$ cat src/rtl/manchester_decoder.sv
// manchester_decoder: recovers data bits from a Manchester line (first half = data,
// second half = ~data), framed by an idle-low line and a leading sync bit of 1.
// Ports: clk, rst (async, active high), in_line (async raw line);
//        out_data/out_clk (decoded bit + 1-cycle strobe), out_error (1-cycle pulse),
//        out_pulsewidth (measured bit period 2*H), out_busy (inside a frame).
module manchester_decoder #(
    parameter int SYNC_STAGES = 2,
    parameter int MIN_HALF    = 2
) (
    input  logic       clk,
    input  logic       rst,
    input  logic       in_line,
    output logic       out_data,
    output logic       out_clk,
    output logic       out_error,
    output logic [5:0] out_pulsewidth,
    output logic       out_busy
);

    typedef enum logic [1:0] {
        IDLE,
        SYNC,
        BIT
    } state_t;

    state_t                 state;
    logic [SYNC_STAGES-1:0] sync_q;
    logic                   hist_q;
    logic [6:0]             cnt;
    logic [4:0]             h;
    logic                   bound_seen;

    logic       lvl;
    logic       edge_seen;
    logic       rise;
    logic       fall;
    logic [6:0] lo;
    logic [6:0] mid;
    logic [6:0] hi;
    logic       is_glitch;
    logic       is_mid;
    logic       timeout;
    logic       keep_cnt;

    assign lvl       = sync_q[SYNC_STAGES-1];
    assign edge_seen = lvl ^ hist_q;
    assign rise      = edge_seen & lvl;
    assign fall      = edge_seen & ~lvl;

    assign lo  = {3'b000, h[4:1]};
    assign mid = {2'b00, h} + lo;
    assign hi  = {1'b0, h, 1'b0} + lo;

    assign is_glitch = cnt < lo;
    assign is_mid    = (cnt >= mid) && (cnt <= hi);
    assign timeout   = cnt > hi;

    // Inside a bit the count must run from the previous mid-bit edge,
    // so an accepted boundary edge leaves the counter alone.
    assign keep_cnt = (state == BIT) && !timeout && !is_glitch && !is_mid;

    always_ff @(posedge clk or posedge rst) begin
        if (rst) begin
            state          <= IDLE;
            sync_q         <= '0;
            hist_q         <= 1'b0;
            cnt            <= 7'd0;
            h              <= 5'd0;
            bound_seen     <= 1'b0;
            out_data       <= 1'b0;
            out_clk        <= 1'b0;
            out_error      <= 1'b0;
            out_pulsewidth <= 6'd0;
            out_busy       <= 1'b0;
        end else begin
            sync_q    <= {sync_q[SYNC_STAGES-2:0], in_line};
            hist_q    <= lvl;
            out_clk   <= 1'b0;
            out_error <= 1'b0;

            // Loaded with 1 so that c equals the edge-to-edge spacing in cycles.
            if (edge_seen && !keep_cnt) begin
                cnt <= 7'd1;
            end else if (cnt != 7'd127) begin
                cnt <= cnt + 7'd1;
            end

            unique case (state)
                IDLE: begin
                    if (rise) begin
                        state    <= SYNC;
                        out_busy <= 1'b1;
                    end
                end
                SYNC: begin
                    if (fall && cnt >= 7'(MIN_HALF) && cnt <= 7'd31) begin
                        h              <= cnt[4:0];
                        out_pulsewidth <= {cnt[4:0], 1'b0};
                        bound_seen     <= 1'b0;
                        state          <= BIT;
                    end else if (fall || cnt >= 7'd32) begin
                        out_error <= 1'b1;
                        out_busy  <= 1'b0;
                        state     <= IDLE;
                    end
                end
                BIT: begin
                    if (timeout) begin
                        // End of frame; a coincident edge is dropped.
                        out_busy <= 1'b0;
                        state    <= IDLE;
                    end else if (edge_seen) begin
                        if (is_glitch || (!is_mid && bound_seen)) begin
                            out_error <= 1'b1;
                            out_busy  <= 1'b0;
                            state     <= IDLE;
                        end else if (is_mid) begin
                            out_data   <= ~lvl;
                            out_clk    <= 1'b1;
                            bound_seen <= 1'b0;
                        end else begin
                            bound_seen <= 1'b1;
                        end
                    end
                end
                default: begin
                    out_busy <= 1'b0;
                    state    <= IDLE;
                end
            endcase
        end
    end

endmodule

$ cat config.mk
export PLATFORM = sky130hd
export DESIGN_NAME = manchester_decoder
export DESIGN_NICKNAME = d
export VERILOG_FILES = /design/src/rtl/manchester_decoder.sv
export SDC_FILE = /design/constraint.sdc
export NUM_CORES = 1
export LEC_CHECK = 0
export CORE_ASPECT_RATIO = 0.9
export CORE_MARGIN = 10
export CORE_UTILIZATION = 46
export CTS_CLUSTER_SIZE = 16
export DETAILED_ROUTE_END_ITERATION = 7
export GPL_TIMING_DRIVEN = 0
export PLACE_DENSITY = 0.64
export SYNTH_ARGS = -nofsm -noshare
export SYNTH_HDL_FRONTEND = slang
export SYNTH_SLANG_ARGS = --single-unit
$ cat constraint.sdc
create_clock -name clk -period 2.97 [get_ports clk]
set_input_delay 0.594 -clock clk [delete_from_list [all_inputs] [get_ports clk]]
set_output_delay 0.594 -clock clk [all_outputs]
set_load 0.01 [all_outputs]
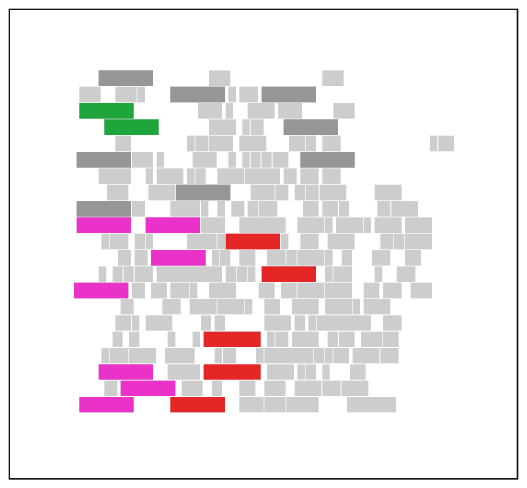
Fig. 1. Sequential cells grouped by signal name.
Scale: 6 px per um. Other sequential cells in the stronger grey, the rest of the logic in the fainter grey.
| colour | netlist name | placed flops |
|---|---|---|
| green | sync_q | 2 |
| red | out_pulsewidth | 5 |
| magenta | cnt | 7 |
not coloured: 8

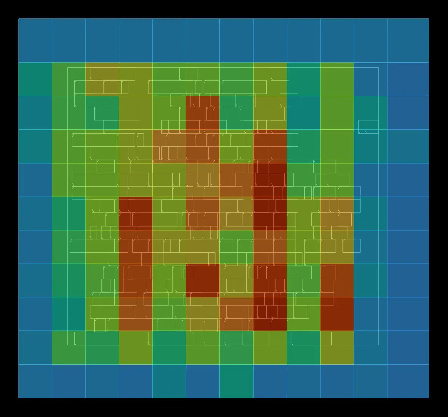
Fig. 2. Track usage over the die.
Total Routing Usage GR: 11.59%
grt met1 use: 13.81%
routed length per instance: 15.26 um
met2 Use GR: 19.98%
final core utilization: 57.90%

==> flow_metrics.py <==
# Synthesis and PnR figures
metrics = {
    "sta": {
        "finalSetupViolations": 2,
        "grt_setup_unrepaired": "yes",
        "final.setup.worst_slack_ns": -0.05714,
        "worst_clock_skew_ns": 0.002753,
        "hold_violations": 0,
        "setup_tns_ns": -0.09540,
    },
    "floorplan": {
        "fp.dieH_um": 78.02,
        "core-area_sq_um": 3652,
        "die_w_um": 84.47,
    },
    "worst_setup_path": {
        "critical_path.slowest_cell": "dfrtp_1",
        "r2r_setup_slack_ns": -0.06,
        "r2r_cells": 13,
        "crit_path_max_incr_delay_ns": 0.41,
        "cp-endpoint": "out_busy$_DFFE_PP0P_",
    },
    "placement": {
        "io_buffers": 11,
        "place_hpwl_mm": 2.812,
        "dpl.cell_count": 237,
    },
    "logic_synthesis": {
        "ys_types": 38,
        "synth_cells": 180,
        "synth-main-ff-cell": "dfrtp_1",
        "synth_warnings": 0,
        "ys_sh_simple_pct": 14.55,
        "mux_share_pct": 3.418,
    },
    "final_layout": {
        "largest_register_ffs": 7,
        "mi_logic_area_sq_um": 1165,
        "num-nonclk-inverters": 17,
        "buffer_area_share_pct": 9.645,
        "synthToLayoutAreaGrowth_pct": 22.91,
        "buffers": 22,
        "seq_share_pct": 26.15,
        "regMostFlops": "cnt",
    },
    "power_and_ir_drop": {
        "powerClk_uw": 285,
        "p_leak_nw": 1.009,
        "combPwrFrac_pct": 58.6,
    },
    "grt": {
        "grt-ovfl-total": 0,
        "use_met3_pct": 2.270,
        "grt_max_degree": 23,
        "grt_pass1_wl_mm": 6.417,
    },
    "cts": {
        "ctsResizeCount": 12,
        "h-tree-depth": 1,
    },
    "run_status": {
        "outcome": "complete, but fails checks",
        "violations": "negative setup slack",
    },
    "route": {
        "wl_met2_mm": 1.840,
        "vias_per_cell": 5.410,
        "highest_layer": "met4",
    },
    "run": {
        "warning_count": 32,
    },
}
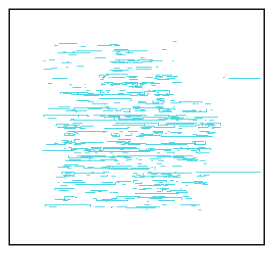
Fig. 3. M1 wires.
Scale: 3 px per um.
share of all routed wire: 46%
nets with wire on the layer: 223
longest straight run: 21.6 um

